**config.mk**
```make
export PLATFORM = sky130hd
export DESIGN_NAME = sentinel_key_presenter_flat
export DESIGN_NICKNAME = d
export VERILOG_FILES = /design/src/rtl/sentinel_key_presenter_if.sv /design/src/rtl/sentinel_key_presenter.sv /design/src/flat_wrapper.sv
export SDC_FILE = /design/constraint.sdc
export NUM_CORES = 1
export LEC_CHECK = 0
export ABC_AREA = 1
export CAP_MARGIN = 5
export CORE_MARGIN = 4
export CORE_UTILIZATION = 49
export CTS_BUF_LIST = sky130_fd_sc_hd__clkbuf_4 sky130_fd_sc_hd__clkbuf_8 sky130_fd_sc_hd__clkbuf_16
export DETAILED_ROUTE_END_ITERATION = 8
export PLACE_DENSITY = 0.79
export SLEW_MARGIN = 20
export SYNTH_ARGS = -nofsm -noshare
export SYNTH_HDL_FRONTEND = slang
export SYNTH_SLANG_ARGS = --single-unit
```
**constraint.sdc**
```tcl
create_clock -name clk -period 2.4 [get_ports clk]
set_clock_uncertainty 0.1 [all_clocks]
set_input_delay 0.72 -clock clk [delete_from_list [all_inputs] [get_ports clk]]
set_output_delay 0.72 -clock clk [all_outputs]
set_load 0.1 [all_outputs]
```
**src/rtl/sentinel_key_presenter_if.sv**
```systemverilog
// Signal bundle between the Sentinel key presenter (master) and the gate/fixture side (slave).
// The port named "release" in the block description is carried as hold_release because release is a SystemVerilog keyword.
interface sentinel_key_presenter_if;
    // start is a level request taken only while busy is low; done is a one-cycle
    // completion pulse, and granted/denied/fault hold until the next accepted start.
    logic       start;
    logic [7:0] key_in;
    logic       hold_release;
    logic [7:0] seg_in;
    logic [7:0] glow_in;
    logic [7:0] key_out;
    logic       busy;
    logic       done;
    logic       granted;
    logic       denied;
    logic       fault;
    logic [1:0] attempts;
    logic [2:0] dbg_state;

    modport master (
        input  start, key_in, hold_release, seg_in, glow_in,
        output key_out, busy, done, granted, denied, fault, attempts, dbg_state
    );

    modport slave (
        output start, key_in, hold_release, seg_in, glow_in,
        input  key_out, busy, done, granted, denied, fault, attempts, dbg_state
    );
endinterface

```
**src/rtl/sentinel_key_presenter.sv**
```systemverilog
// Presents a captured key to a Sentinel gate, classifies its seg/glow answer, retries on LOCK.
// Optional key hold after grant is enabled with the SENTINEL_HOLD_EN macro.
module sentinel_key_presenter #(
    parameter int SETTLE_CYCLES  = 4,
    parameter int TIMEOUT_CYCLES = 16,
    parameter int MAX_ATTEMPTS   = 3
) (
    input  logic                       clk,
    input  logic                       rst_n,
    sentinel_key_presenter_if.master   bus
);

    localparam int SW = $clog2(SETTLE_CYCLES + 1);
    localparam int TW = $clog2(TIMEOUT_CYCLES + 1);
    localparam logic [SW-1:0] SETTLE_LAST  = SW'(SETTLE_CYCLES - 1);
    localparam logic [SW-1:0] SETTLE_SAT   = SW'(SETTLE_CYCLES);
    localparam logic [TW-1:0] TIMEOUT_LAST = TW'(TIMEOUT_CYCLES - 1);
    localparam logic [TW-1:0] TIMEOUT_SAT  = TW'(TIMEOUT_CYCLES);
    localparam logic [1:0]    ATT_MAX      = 2'(MAX_ATTEMPTS);

`ifdef SENTINEL_HOLD_EN
    typedef enum logic [2:0] {
        ST_IDLE, ST_DRIVE, ST_SAMPLE, ST_RELEASE, ST_HOLD
    } state_t;
`else
    typedef enum logic [2:0] {
        ST_IDLE, ST_DRIVE, ST_SAMPLE, ST_RELEASE
    } state_t;
`endif

    typedef enum logic [2:0] {
        CLS_NONE, CLS_GRANT, CLS_LOCK, CLS_OFF, CLS_BAD
    } cls_t;

    state_t        state_q, state_n;
    cls_t          cls, prev_q, prev_n;
    logic [7:0]    key_q, key_n;
    logic [SW-1:0] settle_q, settle_n;
    logic [TW-1:0] timeout_q, timeout_n;
    logic          done_q, done_n;
    logic          granted_q, granted_n;
    logic          denied_q, denied_n;
    logic          fault_q, fault_n;
    logic [1:0]    attempts_q, attempts_n;
    logic          decided;

    always_comb begin
        cls = CLS_BAD;
        if (bus.seg_in == 8'hC1 && bus.glow_in == 8'hFF)      cls = CLS_GRANT;
        else if (bus.seg_in == 8'hC7 && bus.glow_in == 8'h00) cls = CLS_LOCK;
        else if (bus.seg_in == 8'hFF && bus.glow_in == 8'h00) cls = CLS_OFF;
    end

    always_ff @(posedge clk or negedge rst_n) begin
        if (!rst_n) begin
            state_q    <= ST_IDLE;
            prev_q     <= CLS_NONE;
            key_q      <= '0;
            settle_q   <= '0;
            timeout_q  <= '0;
            done_q     <= 1'b0;
            granted_q  <= 1'b0;
            denied_q   <= 1'b0;
            fault_q    <= 1'b0;
            attempts_q <= '0;
        end else begin
            state_q    <= state_n;
            prev_q     <= prev_n;
            key_q      <= key_n;
            settle_q   <= settle_n;
            timeout_q  <= timeout_n;
            done_q     <= done_n;
            granted_q  <= granted_n;
            denied_q   <= denied_n;
            fault_q    <= fault_n;
            attempts_q <= attempts_n;
        end
    end

    always_comb begin
        state_n    = state_q;
        prev_n     = prev_q;
        key_n      = key_q;
        settle_n   = settle_q;
        timeout_n  = timeout_q;
        done_n     = 1'b0;
        granted_n  = granted_q;
        denied_n   = denied_q;
        fault_n    = fault_q;
        attempts_n = attempts_q;
        decided    = 1'b0;

        case (state_q)
            ST_IDLE: begin
                if (bus.start) begin
                    key_n      = bus.key_in;
                    granted_n  = 1'b0;
                    denied_n   = 1'b0;
                    fault_n    = 1'b0;
                    attempts_n = 2'd1;
                    settle_n   = '0;
                    state_n    = ST_DRIVE;
                end
            end

            ST_DRIVE: begin
                if (settle_q >= SETTLE_LAST) begin
                    timeout_n = '0;
                    prev_n    = CLS_NONE;
                    state_n   = ST_SAMPLE;
                end else if (settle_q != SETTLE_SAT) begin
                    settle_n = settle_q + 1'b1;
                end
            end

            ST_SAMPLE: begin
                prev_n = cls;
                if (timeout_q != TIMEOUT_SAT) timeout_n = timeout_q + 1'b1;
                // OFF never decides, and CLS_NONE in prev_q blocks a decision on the first sample.
                if (cls == prev_q) begin
                    case (cls)
                        CLS_GRANT: begin
                            decided   = 1'b1;
                            granted_n = 1'b1;
                            done_n    = 1'b1;
`ifdef SENTINEL_HOLD_EN
                            prev_n    = CLS_GRANT;
                            state_n   = ST_HOLD;
`else
                            state_n   = ST_IDLE;
`endif
                        end
                        CLS_LOCK: begin
                            decided = 1'b1;
                            if (attempts_q < ATT_MAX) begin
                                attempts_n = attempts_q + 2'd1;
                                settle_n   = '0;
                                state_n    = ST_RELEASE;
                            end else begin
                                denied_n = 1'b1;
                                done_n   = 1'b1;
                                state_n  = ST_IDLE;
                            end
                        end
                        CLS_BAD: begin
                            decided = 1'b1;
                            fault_n = 1'b1;
                            done_n  = 1'b1;
                            state_n = ST_IDLE;
                        end
                        default: ;
                    endcase
                end
                if (!decided && timeout_q >= TIMEOUT_LAST) begin
                    fault_n = 1'b1;
                    done_n  = 1'b1;
                    state_n = ST_IDLE;
                end
            end

            ST_RELEASE: begin
                if (settle_q >= SETTLE_LAST) begin
                    settle_n = '0;
                    state_n  = ST_DRIVE;
                end else if (settle_q != SETTLE_SAT) begin
                    settle_n = settle_q + 1'b1;
                end
            end

`ifdef SENTINEL_HOLD_EN
            ST_HOLD: begin
                // prev_q tracks whether the previous HOLD cycle already saw seg_in off 0xC1.
                prev_n = (bus.seg_in != 8'hC1) ? CLS_BAD : CLS_GRANT;
                if (bus.hold_release) begin
                    state_n = ST_IDLE;
                end else if (bus.seg_in != 8'hC1 && prev_q == CLS_BAD) begin
                    granted_n = 1'b0;
                    fault_n   = 1'b1;
                    done_n    = 1'b1;
                    state_n   = ST_IDLE;
                end
            end
`endif

            default: state_n = ST_IDLE;
        endcase
    end

`ifndef SENTINEL_HOLD_EN
    logic unused_hold_release;
    assign unused_hold_release = bus.hold_release;
`endif

    always_comb begin
        bus.key_out = 8'h00;
        case (state_q)
            ST_DRIVE, ST_SAMPLE: bus.key_out = key_q;
`ifdef SENTINEL_HOLD_EN
            ST_HOLD:             bus.key_out = key_q;
`endif
            default:             bus.key_out = 8'h00;
        endcase
    end

    assign bus.busy      = (state_q != ST_IDLE);
    assign bus.done      = done_q;
    assign bus.granted   = granted_q;
    assign bus.denied    = denied_q;
    assign bus.fault     = fault_q;
    assign bus.attempts  = attempts_q;
    assign bus.dbg_state = state_q;

endmodule
```
**src/flat_wrapper.sv**
```systemverilog
// flat-port wrapper written by rule: the top's interface ports become plain ports
module sentinel_key_presenter_flat 
#(
    parameter int SETTLE_CYCLES  = 4,
    parameter int TIMEOUT_CYCLES = 16,
    parameter int MAX_ATTEMPTS   = 3
)
  (clk, rst_n, bus_start, bus_key_in, bus_hold_release, bus_seg_in, bus_glow_in, bus_key_out, bus_busy, bus_done, bus_granted, bus_denied, bus_fault, bus_attempts, bus_dbg_state);
  sentinel_key_presenter_if bus_i ();
  input  logic clk;
  input  logic rst_n;
  input wire logic [$bits(bus_i.start)-1:0] bus_start;
  input wire logic [$bits(bus_i.key_in)-1:0] bus_key_in;
  input wire logic [$bits(bus_i.hold_release)-1:0] bus_hold_release;
  input wire logic [$bits(bus_i.seg_in)-1:0] bus_seg_in;
  input wire logic [$bits(bus_i.glow_in)-1:0] bus_glow_in;
  output wire logic [$bits(bus_i.key_out)-1:0] bus_key_out;
  output wire logic [$bits(bus_i.busy)-1:0] bus_busy;
  output wire logic [$bits(bus_i.done)-1:0] bus_done;
  output wire logic [$bits(bus_i.granted)-1:0] bus_granted;
  output wire logic [$bits(bus_i.denied)-1:0] bus_denied;
  output wire logic [$bits(bus_i.fault)-1:0] bus_fault;
  output wire logic [$bits(bus_i.attempts)-1:0] bus_attempts;
  output wire logic [$bits(bus_i.dbg_state)-1:0] bus_dbg_state;
  assign bus_i.start = bus_start;
  assign bus_i.key_in = bus_key_in;
  assign bus_i.hold_release = bus_hold_release;
  assign bus_i.seg_in = bus_seg_in;
  assign bus_i.glow_in = bus_glow_in;
  assign bus_key_out = bus_i.key_out;
  assign bus_busy = bus_i.busy;
  assign bus_done = bus_i.done;
  assign bus_granted = bus_i.granted;
  assign bus_denied = bus_i.denied;
  assign bus_fault = bus_i.fault;
  assign bus_attempts = bus_i.attempts;
  assign bus_dbg_state = bus_i.dbg_state;
  sentinel_key_presenter #(.SETTLE_CYCLES(SETTLE_CYCLES), .TIMEOUT_CYCLES(TIMEOUT_CYCLES), .MAX_ATTEMPTS(MAX_ATTEMPTS)) u_core (.clk(clk), .rst_n(rst_n), .bus(bus_i));
endmodule
```
==> run_1/congestion.png <==
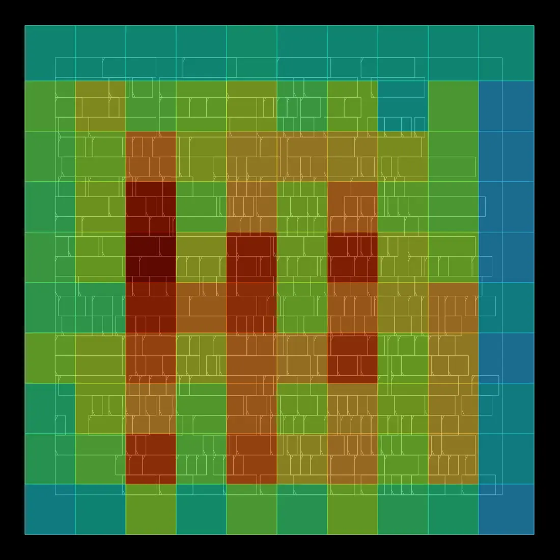
Total GRT Usage: 18.4%
M3 GR Usage: 5.36%

==> run_1/io_fan.png <==
Drawn at 6 px/um.
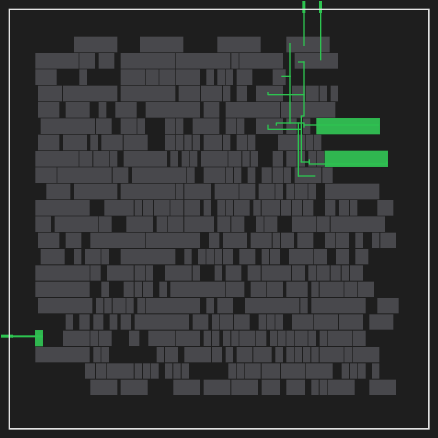
- `bus_dbg_state`: green (bits 3; direction output; edge 2 top, 1 left; end cells 3; buffers 2; wire 109 um)

==> run_1/flops_by_reg.png <==
Drawn at 4 px/um. Other sequential cells in the stronger gray, the rest of the logic in the fainter gray.
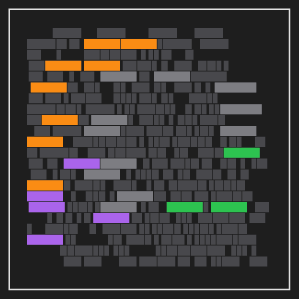
- `u_core.key_q`: orange (sequential cells 8)
- `u_core.prev_q`: green (sequential cells 3)
- `u_core.timeout_q`: purple (sequential cells 5)
- not colored: 11

==> run_1/wires.png <==
Drawn at 6 px/um.
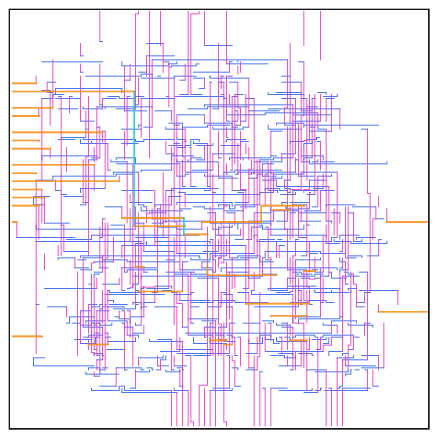
- metal 1: blue (wire length 1910 um)
- metal 4: cyan (wire length 25.2 um)
- metal 2: magenta (wire length 2230 um)
- metal 3: orange (wire length 226 um)

==> impl_metrics.py <==
# Physical implementation metrics
metrics = {
    "run_status": {
        "status": "complete, no violations",
    },
    "global_route": {
        "grt_max_degree": 28,
        "grt_antenna_before_repair": 0,
        "gr-total-overflow": 0,
    },
    "run": {
        "tool_warnings": 35,
        "drv_cap": 0,
    },
    "logic_synthesis": {
        "ys_sh_xor_pct": 0.470,
        "ys_async_sr_fraction_pct": 100,
        "ys_area_um2": 1860,
        "synth_flops": 27,
        "ys_sh_simple_pct": 32.3,
        "synth-edff-count": 0,
        "yosys-top-cells-area": "dfrtp_1 36%, nand2_1 12%, inv_1 8.7%",
        "top_area_cell": "dfrtp_1",
        "logic_family": "simple AND/OR/NAND/NOR gates",
        "synthDistinctLibCells": 30,
    },
    "cts": {
        "cts_tree": "yes",
        "clock.latency.late_pin_ns": 0.28,
    },
    "cells_and_area": {
        "seq-cell-share_pct": 24.7,
        "sh_comb_area_pct": 39.1,
        "ff_count": 27,
        "num-fill-cells": 257,
        "diodes": 0,
        "nClkBuffers": 3,
        "stdcell_area_um2": 2760,
        "comb_area_um2": 1080,
    },
    "sta": {
        "setup_viol": 0,
        "fmax_ghz": 0.421,
        "finalCritPeriodShare_pct": 98.9,
    },
    "setup_path": {
        "crit_path_end": "bus_key_out[2]",
        "arrival_ns": 1.55,
        "r2r-end": "u_core.timeout_q[2]$_DFFE_PN0P_",
        "reg2reg_from": "u_core.bus.dbg_state[0]$_DFFE_PN0P_",
        "max_stage_delay_ns": 0.55,
        "path_depth": 5,
    },
    "power_and_ir_drop": {
        "power_frac_comb_pct": 73.1,
        "switchingPower_mw": 2.13,
        "switching_share_pct": 55.9,
        "peakVddDrop_uv": 1470,
    },
    "min_path": {
        "min_path_cells": 1,
    },
    "floorplanning": {
        "core_area_um2": 3660,
        "fp.dieH_um": 69.7,
    },
}
[run 1: state kept, by name (all words and copies together) (netlist names)]
| signal | count |
|---|---|
| u_core.timeout_q | 5 |
| u_core.settle_q | 3 |
| u_core.bus.done | 1 |
| u_core.bus.denied | 1 |
| u_core.key_q | 8 |
| u_core.prev_q | 3 |
| u_core.bus.granted | 1 |
| u_core.bus.dbg_state | 2 |
| u_core.bus.fault | 1 |
| u_core.bus.attempts | 2 |
[run 1: cells in the final DEF, fill, tap and decap left out, drive strengths merged, types with 4 or more instances in the layout]
master	Yosys	routed
o21ai	13	13
mux2	8	8
ha	12	12
dfrtp	27	27
nand2	73	73
dlymetal6s2s	0	12
nor2	31	31
nand3	16	16
clkdlybuf4s50	0	10
a21oi	7	7
inv	46	39
clkinvlp	0	9
buf	1	33
dlygate4sd2	0	4
[run 1: layer usage]
layer	routed length, um	track usage, %	up-vias	part of all wire [%]
li1	-	-	910	-
met1	1910	21.2	775	43
met2	2230	32.7	44	51
met3	226	5.36	4	5.1
met4	25	5.74	0	0.57
met5	0	0	-	0
[run 1: power by group through the flow]
stage	Combinational, mW	Sequential [mW]	Clock [mW]
after floorplan	1.62	1.02	0
after global routing	2.96	0.759	0.313
after global placement	2.70	0.734	0
final	2.79	0.737	0.286
after detailed placement	2.75	0.743	0
after CTS	2.76	0.734	0.291
[run 1: through the flow]
stage / util, % / total power, mW / setup TNS, ns / cells
floorplan: - / 2.64 / -0.0281 / 255
detailed placement: 70.5 / 3.49 / -2.39 / 355
finish: 75.4 / 3.81 / 0 / 362
CTS: 72.0 / 3.79 / 0 / 360
global route: 75.4 / 4.03 / -0.142 / 362
global placement: 70.5 / 3.44 / -2.12 / 355
Power and IR drop assume default switching activity.
